### Sizing map, run 1

(4 px per um)
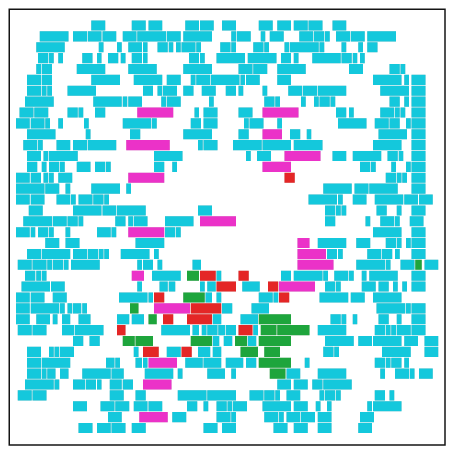
### Track usage over the die, run 1

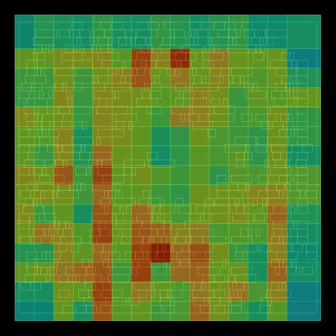
### Metal 3, run 1

(2 px per um)
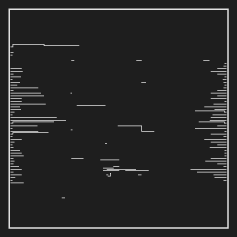
### Metal 2, run 1

(2 px per um)
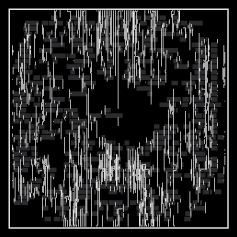
[src/rtl/rf_pkg.sv]
// rtl/rf_pkg.sv - shared register-file read-port constants and types
package rf_pkg;

    localparam int RF_ADDR_W = 5;
    localparam int RF_DATA_W = 64;
    localparam int RF_NREGS  = 32;

    typedef logic [RF_ADDR_W-1:0] rf_addr_t;
    typedef logic [RF_DATA_W-1:0] rf_data_t;

endpackage

[src/rtl/rr_arbiter.sv]
// rtl/rr_arbiter.sv - combinational round-robin arbiter, one-hot grant
module rr_arbiter #(
    parameter int NREQ = 4,
    parameter int ID_W = 2
) (
    input  logic [NREQ-1:0] req,
    input  logic [ID_W-1:0] ptr,
    input  logic            en,
    output logic [NREQ-1:0] gnt
);

    localparam int IW = (NREQ > 1) ? $clog2(NREQ) : 1;

    logic          found;
    logic [IW-1:0] idx;

    // Scan from the pointer upward, wrapping at NREQ; first requester wins.
    always_comb begin
        gnt   = '0;
        found = 1'b0;
        idx   = '0;
        for (int off = 0; off < NREQ; off++) begin
            idx = IW'((int'(ptr) + off) % NREQ);
            if (en && !found && req[idx]) begin
                gnt[idx] = 1'b1;
                found    = 1'b1;
            end
        end
    end

endmodule

[src/rtl/rf_read_arbiter.sv]
// rtl/rf_read_arbiter.sv - round-robin sharing of the register-file read port
module rf_read_arbiter
    import rf_pkg::*;
#(
    parameter int NREQ   = 4,
    parameter int ADDR_W = RF_ADDR_W,
    parameter int DATA_W = RF_DATA_W,
    parameter int ID_W   = 2
) (
    input  logic                   clk,
    input  logic                   reset_n,
    input  logic [NREQ-1:0]        req,
    input  logic [NREQ*ADDR_W-1:0] req_addr,
    output logic [NREQ-1:0]        gnt,
    input  logic                   stall,
    output logic [ADDR_W-1:0]      rf_sel,
    input  logic [DATA_W-1:0]      rf_data,
    output logic                   rd_valid,
    output logic [ID_W-1:0]        rd_id,
    output logic [DATA_W-1:0]      rd_data
);

    logic [ID_W-1:0]   ptr;
    logic [ID_W-1:0]   gnt_id;
    logic [ID_W-1:0]   ptr_next;
    logic [ADDR_W-1:0] gnt_addr;
    logic              any_gnt;
    logic              s1_valid;
    logic [ID_W-1:0]   s1_id;

    rr_arbiter #(
        .NREQ (NREQ),
        .ID_W (ID_W)
    ) u_arb (
        .req (req),
        .ptr (ptr),
        .en  (reset_n && !stall),
        .gnt (gnt)
    );

    always_comb begin
        any_gnt  = 1'b0;
        gnt_id   = '0;
        gnt_addr = '0;
        for (int i = 0; i < NREQ; i++) begin
            if (gnt[i]) begin
                any_gnt  = 1'b1;
                gnt_id   = ID_W'(i);
                gnt_addr = req_addr[i*ADDR_W +: ADDR_W];
            end
        end
        ptr_next = (int'(gnt_id) == NREQ - 1) ? '0 : gnt_id + ID_W'(1);
    end

    // Stage 1 drives the mux select; stage 2 captures the settled mux output.
    always_ff @(posedge clk) begin
        if (!reset_n) begin
            ptr      <= '0;
            rf_sel   <= '0;
            s1_valid <= 1'b0;
            s1_id    <= '0;
            rd_valid <= 1'b0;
            rd_id    <= '0;
            rd_data  <= '0;
        end else if (!stall) begin
            if (any_gnt) begin
                ptr    <= ptr_next;
                rf_sel <= gnt_addr;
                s1_id  <= gnt_id;
            end
            s1_valid <= any_gnt;
            rd_valid <= s1_valid;
            if (s1_valid) begin
                rd_id   <= s1_id;
                rd_data <= rf_data;
            end
        end
    end

endmodule

[config.mk]
export PLATFORM = sky130hd
export DESIGN_NAME = rf_read_arbiter
export DESIGN_NICKNAME = d
export VERILOG_FILES = /design/src/rtl/rf_pkg.sv /design/src/rtl/rr_arbiter.sv /design/src/rtl/rf_read_arbiter.sv
export SDC_FILE = /design/constraint.sdc
export NUM_CORES = 1
export LEC_CHECK = 0
export ABC_CLOCK_PERIOD_IN_PS = 3700
export CAP_MARGIN = 20
export CORE_UTILIZATION = 30
export CTS_CLUSTER_SIZE = 40
export DETAILED_ROUTE_END_ITERATION = 7
export GPL_ROUTABILITY_DRIVEN = 0
export PLACE_DENSITY = 0.59
export SYNTH_ARGS = -nofsm -noshare
export SYNTH_HDL_FRONTEND = slang
export SYNTH_SLANG_ARGS = --single-unit
[constraint.sdc]
create_clock -name clk -period 3.7 [get_ports clk]
set_input_delay 0.37 -clock clk [delete_from_list [all_inputs] [get_ports clk]]
set_output_delay 0.37 -clock clk [all_outputs]
set_load 0.1 [all_outputs]
==> Changelog: implementation, run 1 <==
## Implementation

- Outcome: complete, no violations
- Rows: 38
- Cells in synth_stat.txt: 393
- Final nets: 646
- Setup WS pre-CTS: between 500 and 600 ps
- FF-to-FF setup slack: about 470 ps
- Async set-reset flop share out of synthesis: 0
- DRC viols: 0
- Comb area: approximately 1700 um2
- Syn Area/Cell: ~8.7 um2
- Fin Setup TNS: 0 ps
- R2r endpoint: rf_sel[4]
- Starting DRC count in detailed routing: around 160
- Top Layout Cells: clkdlybuf4s50_1, nand2_1, dfxtp_1
- Pin count of the biggest net entering global routing: roughly 47
- Synth cell types: 41
- Initial cell density of the core: 0.312
- GR Overflow Total: 0
- Clock root cell: clkbuf_16
- Max Cap Viol: 0
- Achievable Freq: between 0.2 and 0.3 GHz
- CTS tree: done
- Final period utilization: 0.925
- Min-delay src: reset_n
- Mapped Cells: roughly 390
- Floorplan Nets: between 400 and 500
- Final WL: around 9400 um
- Dominant synthesized flop cell: dfxtp_1
- R2r worst-path depth: 10
- Worst Hold End: rd_data[5]
- TritonRoute pass-1 iters: 4
- Switching share of power: 0.453
- Vias per cell: around 4.6
- Pins Over Slew Limit: 0
- Endpoints failing hold: 0
- Slew margin rel.: 0.320
- LEAKAGE: roughly 1.9 nW
- Crit end category: output port
- Final Worst Setup Slack: 277 ps
- Hold path cells: 2
- Sequential Power Share: 0.277
- Fillers: 1028
- Worst flop-to-flop path startpoint: ptr[0]
- Core Box Area: ~11000 um2
- Number of global-route vias before repair: ~3.1k
- Clk_skew: between 6 and 7 ps
- # clock sinks: 77
- Post-CTS Resized: 0
- Worst Tran Pin Value: slightly above 1000 ps
- Logic gate share of total power: 0.487
- OpenROAD warnings: 32
- Yosys Chip Area: 3410 um2
- Crit start category: flop
- Initial antenna violation count: 0
- # diodes: 0
- Area Overhead vs Synth: 62.0%
- Port Buf Inserts: about 170
- Commonest Layout Cell: clkdlybuf4s50_1
- RSZ-0062 raised after global routing: no
- P per Cell Area: 688 nW/um2
- # H-tree levels: 3
- Clk buf depth: 2
- Die height: approximately 110 um
- Total track usage: 0.161
- Antenna Violating Nets Remaining: 0
- Die ar.: 11800 um2
- IR Drop Worst-Case VDD: roughly 0.45 mV
- Post-synth regs: slightly below 80
- Clk slew on worst S/H paths: 60 ps
- Switch Pwr: approximately 1.7 mW
- Critical Path AT: just over 3000 ps
- Synth warnings: 0
- Boundary pin count: 167
- Crit path kind: flop to output port
- Internal: 2.08 mW
- Cts hold-fix bufs: 0
- Sequential area share after synthesis: 0.452
- Part of the power in the clock network: 0.236
- Count of final setup violators: 0
- Post-Syn Area: approximately 3400 um2
- Reg area: ~1500 um2
- Post-DP HPWL: between 6000 and 7000 um
- Hold Crit Class: primary input to flop
- Global-route wire length before repair: 14800 um
- Die Width: ~110 um
- Late-Pin Clk Latency: ~330 ps
- Post-CTS Setup Inserts: 0
- Min cycle time layout: 3420 ps
- Worst Path Required: 3330 ps
- Count of library flops with an enable pin: 0
- Worst-path fanout max: 13
- Share of layout cells above drive strength 1: 0.0886
- Total CTS buffers: 9
Notes on 'Sizing map' above:
- x3 and x4: red (cells 14)
- x6 and larger: magenta (cells 18)
- x2: green (cells 17)
- x1 and smaller: cyan (cells 504)

Notes on 'Track usage over the die' above:
routed len/inst: 13.6 um
M1 GR Usage: 0.203
fin util: 0.505
gr busiest metal: met2

Notes on 'Metal 3' above:
- main direction: horizontal
- share of all routed wire: 7.2%
total number of vias: 3206
grt met3 use: 0.0428

Notes on 'Metal 2' above:
- nets with wire on the layer: 521
- share of all routed wire: 44%

[run 1: worst max-delay path by stage]
stage / from / endpoint / slack, ps / cells after the start
6_report: ptr[0] / gnt[2] / 280 / 8
5_1_grt: ptr[0] / gnt[2] / 50 / 8
4_1_cts: ptr[0] / gnt[2] / 270 / 8
3_5_place_dp: ptr[0] / rf_sel[4] / 510 / 10
3_3_place_gp: ptr[0] / rf_sel[2] / 660 / 9
2_1_floorplan: ptr[0] / s1_id[0] / 210 / 11
[run 1: synth_stat cells (2+ instances only)]
master,instances,share of area
nand3_1,4,0.0059
a221oi_1,5,0.013
nand4_1,3,0.0055
buf_2,2,0.0029
o22ai_1,5,0.0092
inv_1,8,0.0088
clkbuf_1,17,0.019
dfxtp_1,77,0.45
o31a_1,2,0.0051
a21boi_0,67,0.15
nand2_1,139,0.15
ha_1,7,0.026
buf_1,5,0.0055
mux2i_1,2,0.0059
nor2b_1,4,0.0073
nand2b_1,2,0.0037
mux4_2,4,0.026
buf_6,3,0.0099
a21o_1,6,0.013
mux2_2,3,0.0099
nor2_2,2,0.0037
nor2_1,7,0.0077
[run 1: power groups by stage]
stage	Sequential, mW	Combinational, mW	Clock, mW
2_1_floorplan	1.77	0.698	0
3_3_place_gp	1.07	1.84	0
3_5_place_dp	1.07	1.85	0
4_1_cts	1.05	1.86	0.929
5_1_grt	1.07	1.95	0.966
6_report	1.05	1.85	0.898
[run 1: per-stage QoR]
step | total power [mW] | hold slack [ps] | std cells | area (um2)
detailed placement | 2.92 | 457 | 677 | 5210
global placement | 2.91 | 448 | 677 | 5210
global route | 3.99 | 395 | 693 | 5520
finish | 3.80 | 392 | 693 | 5520
CTS | 3.85 | 387 | 693 | 5520
floorplan | 2.47 | 441 | 393 | 3410
[run 1: flip-flops by register name, summed over array words and instances (netlist names)]
| register | cells |
|---|---|
| ptr | 2 |
| rd_valid | 1 |
| rd_id | 2 |
| s1_valid | 1 |
| s1_id | 2 |
| rf_sel | 5 |
| rd_data | 64 |
[run 1: routing by layer]
layer  track usage  vias up  routed length [um]
met1         0.203     1442                4450
met2         0.258      121                4150
met4        0.0666        0                 128
li1              -     1632                   -
met5             0        -                   0
met3        0.0428       11                 682
[run 1: area by class of cell]
cell class | count | share of cell area
clock buffer | 10 | 0.0433
clock inverter | 6 | 0.0127
inverter | 9 | 0.00657
multi-input combinational | 280 | 0.310
sequential | 77 | 0.279
tap | 140 | 0.0317
timing repair buffer | 171 | 0.316
[run 1: critical path, cell delays in order, from the launching register on]
cell and delay, ps:
dfxtp_1 660, inv_1 170, ha_1 400, mux2_2 360, o22ai_2 250, nand3_1 210, o221ai_1 250, buf_4 240
buf_12 190
[run 1: kinds of logic (layout without fill, tap and decap cells)]
kind of cell    after synthesis  count (layout)  synth area share
compound gates               95              95             0.223
fa+ha+maj                     7               7            0.0257
buf+inv                      36             196            0.0477
flops                        77              77             0.452
mux                           9               9            0.0422
simple gates                169             169             0.209
### Selected gate families, run 1

(4 px per um)
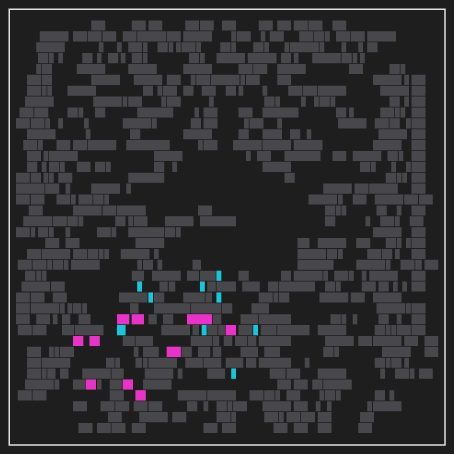

==> run 2, diff against run 1 <==
--- a/config.mk
+++ b/config.mk
@@ -5,7 +5,7 @@
 export SDC_FILE = /design/constraint.sdc
 export NUM_CORES = 1
 export LEC_CHECK = 0
-export ABC_CLOCK_PERIOD_IN_PS = 3700
+export ABC_CLOCK_PERIOD_IN_PS = 3460
 export CAP_MARGIN = 20
 export CORE_UTILIZATION = 30
 export CTS_CLUSTER_SIZE = 40
==> constraint.sdc (replaced) <==
create_clock -name clk -period 3.46 [get_ports clk]
set_input_delay 0.346 -clock clk [delete_from_list [all_inputs] [get_ports clk]]
set_output_delay 0.346 -clock clk [all_outputs]
set_load 0.1 [all_outputs]
### Selected gate families, run 2

(4 px per um)
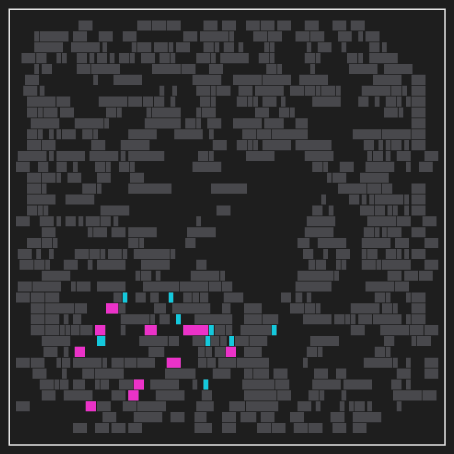
- non-inverting ao/oa cells: magenta (cells 10; most used a21o_1)
- inv cells: cyan (cells 9; most used inv_1; where bottom middle)

### Metal 3, run 2

(2 px per um)
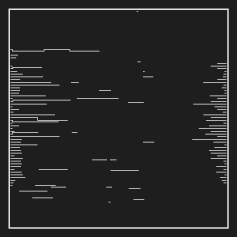
- share of all routed wire: 8.7%
- main direction: horizontal

==> Changelog: implementation, run 2 <==
## Implementation

- Outcome: complete, no violations (unchanged)
- Initial antenna violation count: 0 (unchanged)
- Min cycle time layout: between 3000 and 4000 ps
- Crit path kind: flop to output port (unchanged)
- Critical Path AT: 2820 ps (was 3050 ps)
- Die ar.: 11800 um2 (unchanged)
- Share of layout cells above drive strength 1: 0.0904 (was 0.0886)
- Endpoints failing hold: 0 (unchanged)
- Count leader, synth: nand2_1 (unchanged)
- Regs by FF count: rd_data: 64 flops, rf_sel: 5 flops (unchanged)
- Starting DRC count in detailed routing: 112 (was 160)
- Crit start category: flop (unchanged)
- Clock root cell: clkbuf_16 (unchanged)
- Max reg flops: 64 (unchanged)
- Worst-path fanout max: 11 (was 13)
- Final nets: 646 (unchanged)
- Top cells by count: nand2_1, dfxtp_1, a21boi_0 (unchanged)
- Number of global-route vias before repair: 3141 (was 3070)
- CTS tree: done (unchanged)
- Max Cap Viol: 0 (unchanged)
- Global-route wire length before repair: 14900 um (was 14800 um)
- Simple-Gate Fraction of Synth Area: 0.209 (unchanged)
- Post-Syn Area: 3410 um2 (unchanged)
- Worst Tran Pin Value: 1020 ps (about the same)
- Largest Register: rd_data (unchanged)
- GR Overflow Total: 0 (unchanged)
- TritonRoute pass-1 iters: 4 (unchanged)
- Synth logic family: AND-OR/OR-AND gates (unchanged)
- # H-tree levels: 3 (unchanged)
- Boundary pin count: 167 (unchanged)
- Post-synth top area cell: dfxtp_1 (unchanged)
- # diodes: 0 (unchanged)
- Synth warnings: 0 (unchanged)
- Top cells by area: dfxtp_1, nand2_1, a21boi_0 (unchanged)
- Slew margin rel.: 0.319 (was 0.320)
- DP Area: 5240 um2 (was 5210 um2)
- XOR Share, Synth: 0 (unchanged)
- LEAKAGE: 1.95 nW (about the same)
- Total CTS buffers: 9 (unchanged)
- Design Area, Final: 5550 um2 (was 5520 um2)
- Fin util: 0.507 (was 0.505)
- Hold Crit Class: flop to flop (was primary input to flop)
- Post-synth regs: 77 (unchanged)
- Mux frac, synth: 0.0422 (unchanged)
- Die Width: 109 um (unchanged)
- Final WL: 9400 um (was 9410 um)
- Late-Pin Clk Latency: 320 ps (was 330 ps)
- Fin Setup TNS: 0 ps (unchanged)
- Port Buf Inserts: 166 (unchanged)
- Synth cell types: 41 (unchanged)
- Rows: 38 (unchanged)
- Clk buf depth: 2 (unchanged)
- OpenROAD warnings: 32 (unchanged)
- Mapped Cells: 393 (unchanged)
- Floorplan Nets: 491 (unchanged)
- Synth Area in Compound Gates: 0.223 (unchanged)
- # clock sinks: 77 (unchanged)
- Vias per cell: 4.64 (was 4.63)
- Async set-reset flop share out of synthesis: 0 (unchanged)
- Syn Area/Cell: 8.67 um2 (unchanged)
- Total number of vias: 3216 (was 3206)
- Post-CTS Setup Inserts: 0 (unchanged)
- Achievable Freq: about 0.32 GHz
- Count of library flops with an enable pin: 0 (unchanged)
- Setup WS pre-CTS: 351 ps (was 510 ps)
- Pin count of the biggest net entering global routing: 79 (was 47)
- Commonest Layout Cell: clkdlybuf4s50_1 (unchanged)
- Pins Over Slew Limit: 0 (unchanged)
- Yosys Chip Area: 3410 um2 (unchanged)
- IR Drop Worst-Case VDD: 0.496 mV (was 0.449 mV)
## run 2: logic make-up after synthesis
kind of cell / count (synthesis)
adders and majority gates: 7
and+or+nand+nor: 169
buffers and inverters: 36
AOI/OAI and AO/OA: 95
DFF: 77
muxes: 9
## run 2: layer usage
layer | share of wire | global-route usage | vias to the layer above
met2 | 0.45 | 0.250 | 124
met1 | 0.45 | 0.208 | 1449
met5 | 0 | 0 | -
li1 | - | - | 1628
met3 | 0.087 | 0.0512 | 15
met4 | 0.015 | 0.0512 | 0
## run 2: cell type report
type	instances	area [um2]
timing repair buffer	171	1750
sequential	77	1540
multi-input combinational	280	1740
inverter	9	36.3
clock inverter	6	68.8
fill	1057	5390
clock buffer	10	239
tap	140	175
## run 2: critical path: stages, from the launching register on
cell      delay, ps
dfxtp_2         450
inv_1           130
ha_1            380
mux2_2          360
o22ai_2         260
nand3_1         260
o221ai_1        240
buf_4           230
buf_12          190
## run 2: report_power, final
| part | switching, mW | leakage, nW | internal, mW |
|---|---|---|---|
| registers | 0.0818 | 0.626 | 1.02 |
| logic | 1.39 | 1.18 | 0.631 |
| clock network | 0.365 | 0.149 | 0.583 |
| total | 1.84 | 1.95 | 2.24 |
## run 2: per-stage QoR
step	hold slack, ps	cells
after CTS	468	693
final	462	693
after global routing	486	693
after floorplan	441	393
after detailed placement	458	677
after global placement	451	677
## run 2: repair_timing
item | CTS | global route
hold buffers | 0 | 0
endpoints found under the setup margin | 0 | 1
resized | 0 | 1
## run 2: final timing paths
kind	startpoint	end	slack, ps	cells past startpoint
max	ptr[1]	gnt[2]	290	8
max reg2reg	ptr[1]	rf_sel[0]	510	10
min reg2reg	rd_data[4]	rd_data[4]	460	2
min	rd_data[4]	rd_data[4]	460	2
### Sizing map, run 2

(4 px per um)
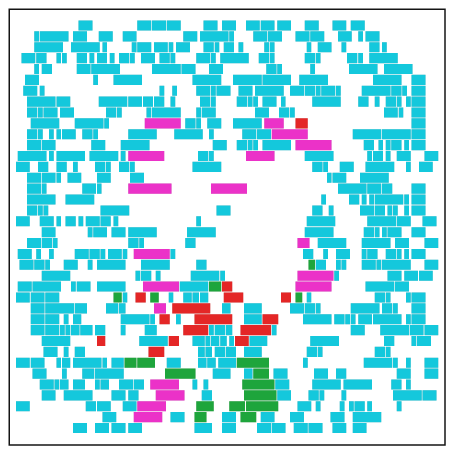

==> run 3, diff against run 2 <==
--- a/config.mk
+++ b/config.mk
@@ -5,13 +5,14 @@
 export SDC_FILE = /design/constraint.sdc
 export NUM_CORES = 1
 export LEC_CHECK = 0
-export ABC_CLOCK_PERIOD_IN_PS = 3460
+export ABC_CLOCK_PERIOD_IN_PS = 2900
 export CAP_MARGIN = 20
 export CORE_UTILIZATION = 30
 export CTS_CLUSTER_SIZE = 40
 export DETAILED_ROUTE_END_ITERATION = 7
 export GPL_ROUTABILITY_DRIVEN = 0
-export PLACE_DENSITY = 0.59
+export PLACE_DENSITY = 0.62
+export RECOVER_POWER = 50
 export SYNTH_ARGS = -nofsm -noshare
 export SYNTH_HDL_FRONTEND = slang
 export SYNTH_SLANG_ARGS = --single-unit
==> constraint.sdc (replaced) <==
create_clock -name clk -period 2.9 [get_ports clk]
set_input_delay 0.29 -clock clk [delete_from_list [all_inputs] [get_ports clk]]
set_output_delay 0.29 -clock clk [all_outputs]
set_load 0.1 [all_outputs]
### Sizing map, run 3

(4 px per um)
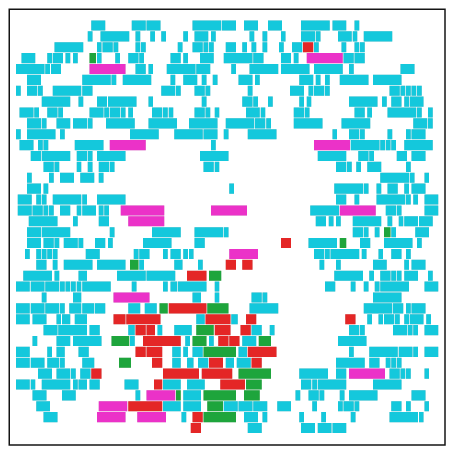
- x3 and x4: red (cells 32)
- x1 and smaller: cyan (cells 498)
- x2: green (cells 20)
- x6 and larger: magenta (cells 15)
Design Area, Final: 5220 um2
Signal buffers: 183

### Selected gate families, run 3

(4 px per um)
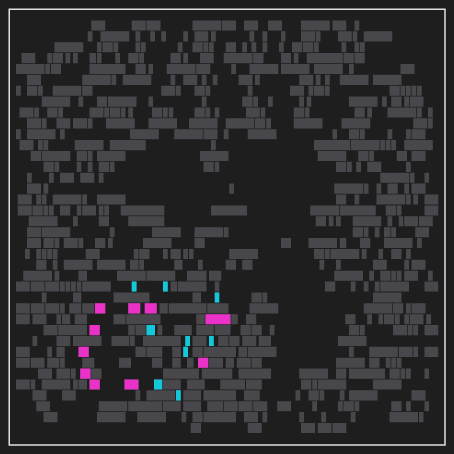
- inv cells: cyan (cells 9; most used inv_1; where bottom middle)
- non-inverting ao/oa cells: magenta (cells 10; most used a21o_1; where bottom left)
Commonest Layout Cell: nand2_1
non-filler instance count after layout: 705
Comb/total area: 0.342

==> Changelog: implementation, run 3 <==
## Implementation

- Slew margin rel.: 0.150 (was 0.319)
- GR Overflow Total: 0 (unchanged)
- Yosys Chip Area: 3410 um2 (unchanged)
- IR Drop Worst-Case VDD: 0.513 mV (was 0.496 mV)
- Post-synth top area cell: dfxtp_1 (unchanged)
- Final period utilization: 0.962
- Count of library flops with an enable pin: 0 (unchanged)
- Antenna Violating Nets Remaining: 0 (unchanged)
- Initial cell density of the core: 0.312 (unchanged)
- Worst-path fanout max: 8 (was 11)
- Regs by FF count: rd_data: 64 flops, rf_sel: 5 flops (unchanged)
- Outcome: complete, no violations (unchanged)
- Top cells by count: nand2_1, dfxtp_1, a21boi_0 (unchanged)
- Crit start category: flop (unchanged)
- Endpoints failing hold: 0 (unchanged)
- DRC viols: 0 (unchanged)
- Worst Path Required: 2610 ps (was 3110 ps)
- Fillers: 1130 (was 1057)
- Clk slew on worst S/H paths: 60 ps (about the same)
- Crit end category: output port (unchanged)
- Late-Pin Clk Latency: 330 ps (was 320 ps)
- Cts hold-fix bufs: 0 (unchanged)
- RSZ-0062 raised after global routing: no (unchanged)
- Count leader, synth: nand2_1 (unchanged)
- TritonRoute pass-1 iters: 4 (unchanged)
- Rows: 38 (unchanged)
- Post-synth regs: 77 (unchanged)
- WHS: 462 ps (about the same)
- Worst Tran Pin Value: 1270 ps (was 1020 ps)
- FF-to-FF setup slack: 330 ps (was 510 ps)
- Vias per cell: 4.70 (was 4.64)
- Starting DRC count in detailed routing: 160 (was 112)
- Die Width: 109 um (unchanged)
- Critical Path AT: 2500 ps (was 2820 ps)
- Area share, top type: 0.452 (unchanged)
- Hold path cells: 2 (unchanged)
- Boundary pin count: 167 (unchanged)
- CTS tree: done (unchanged)
- Cells in synth_stat.txt: 393 (unchanged)
- Pins Over Slew Limit: 0 (unchanged)
- Worst flop-to-flop path startpoint: ptr[0] (was ptr[1])
- Top cells by area: dfxtp_1, nand2_1, a21boi_0 (unchanged)
- Sequential area share after synthesis: 0.452 (unchanged)
- Total number of vias: 3315 (was 3216)
- Die height: 109 um (unchanged)
- Fin util: 0.477 (was 0.507)
- Pin count of the biggest net entering global routing: 78 (was 79)
- Min-delay src: rd_data[44] (was rd_data[4])
- P per Cell Area: 927 nW/um2 (was 735 nW/um2)
- Share of layout cells above drive strength 1: 0.119 (was 0.0904)
- # clock sinks: 77 (unchanged)
- Total track usage: 0.163 (was 0.160)
- Hold Crit Class: flop to flop (unchanged)
- CP startpoint: ptr[0] (was ptr[1])
- # diodes: 0 (unchanged)
- Clk_skew: 5.76 ps (was 4.55 ps)
- Floorplan Nets: 491 (unchanged)
- Crit path kind: flop to output port (unchanged)
- Top Layout Cells: nand2_1, clkdlybuf4s50_1, clkbuf_1, dfxtp_1, a21boi_0 (was clkdlybuf4s50_1, nand2_1, dfxtp_1)
- Number of global-route vias before repair: 3247 (was 3141)
- Clk buf depth: 2 (unchanged)
- Global-route wire length before repair: 14900 um (about the same)
- Syn Area/Cell: 8.67 um2 (unchanged)
- DP Cell Count: 685 (was 677)
- Synth warnings: 0 (unchanged)
- Initial antenna violation count: 0 (unchanged)
- Largest Register: rd_data (unchanged)
- Mapped Cells: 393 (unchanged)
- Die ar.: 11800 um2 (unchanged)
- Fin Setup TNS: 0 ps (unchanged)
- R2r endpoint: s1_valid (was rf_sel[0])
- Final WL: 9530 um (was 9400 um)
- Max reg flops: 64 (unchanged)
- Async set-reset flop share out of synthesis: 0 (unchanged)
- Dominant synthesized flop cell: dfxtp_1 (unchanged)
- R2r worst-path depth: 8 (was 10)
- Post-Syn Area: 3410 um2 (unchanged)
- Total Power: 4.84 mW (was 4.07 mW)
- LEAKAGE: 1.84 nW (was 1.95 nW)
- Synth cell types: 41 (unchanged)
- Area Overhead vs Synth: 53.2% (was 62.7%)
- Count of final setup violators: 0 (unchanged)
- Core Box Area: 10900 um2 (unchanged)
- Clock root cell: clkbuf_16 (unchanged)
- Max Cap Viol: 0 (unchanged)
- Final nets: 658 (was 646)
- Routed len/inst: 13.5 um (was 13.6 um)
- Post-DP HPWL: 6760 um (was 6570 um)
- Port Buf Inserts: 166 (unchanged)
- OpenROAD warnings: 33 (was 32)
- Total CTS buffers: 9 (unchanged)
- Worst Hold End: rd_data[44] (was rd_data[4])
- # H-tree levels: 3 (unchanged)
## run 3: power breakdown
part / internal (mW) / switching [mW]
combinational: 0.700 / 1.72
sequential: 1.23 / 0.0953
clock: 0.664 / 0.436
total: 2.59 / 2.25
## run 3: through the flow
step / area (um2) / setup WS, ps
floorplan: 3480 / -26.7
global placement: 5160 / 129
detailed placement: 5160 / 19.0
CTS: 5470 / 33.9
global route: 5220 / 24.6
finish: 5220 / 110
## run 3: metal layers
metal  vias to the layer above  global-route usage  routed length (um)
li1                       1652                   -                   -
met1                      1512               0.192                4290
met2                       134               0.267                4270
met3                        17              0.0494                 738
met4                         0              0.0782                 224
met5                         -                   0                   0
## run 3: critical path, cell delays in order, from the launching register on
cell and delay (ps):
dfxtp_4 390, inv_4 50, ha_4 290, mux2_2 360, o22ai_4 210, buf_4 170
nand4_1 130, o211a_4 190, inv_4 90, buf_4 130, buf_12 160
## run 3: how the worst max path moves through the flow
stage / cells past startpoint / slack, ps / to
6_report: 10 / 110 / gnt[3]
4_1_cts: 10 / 30 / gnt[3]
3_5_place_dp: 9 / 20 / rf_sel[3]
3_3_place_gp: 9 / 130 / rf_sel[0]
2_1_floorplan: 11 / -30 / s1_valid
5_1_grt: 10 / 20 / gnt[3]
## run 3: final cells by class
type | instances | area, um2 | area share
Clock inverter | 6 | 63.8 | 0.0122
Inverter | 9 | 38.8 | 0.00743
Multi-Input combinational cell | 280 | 1790 | 0.342
Timing Repair Buffer | 183 | 1380 | 0.264
Sequential cell | 77 | 1550 | 0.297
Clock buffer | 10 | 229 | 0.0439
Tap cell | 140 | 175 | 0.0336
## run 3: cell families (layout without fill, tap and decap cells)
group	after synthesis	count (layout)	synth area share
AOI/OAI and AO/OA	95	95	0.223
adders and majority gates	7	7	0.0257
muxes	9	9	0.0422
and+or+nand+nor	169	169	0.209
DFF	77	77	0.452
buffers and inverters	36	208	0.0477
## run 3: timing repair
item	4_1_cts	5_1_grt
gates resized	3	0
setup endpoints to repair	2	2
setup buffers	0	4
Power is estimated from default activity; no workload was simulated.
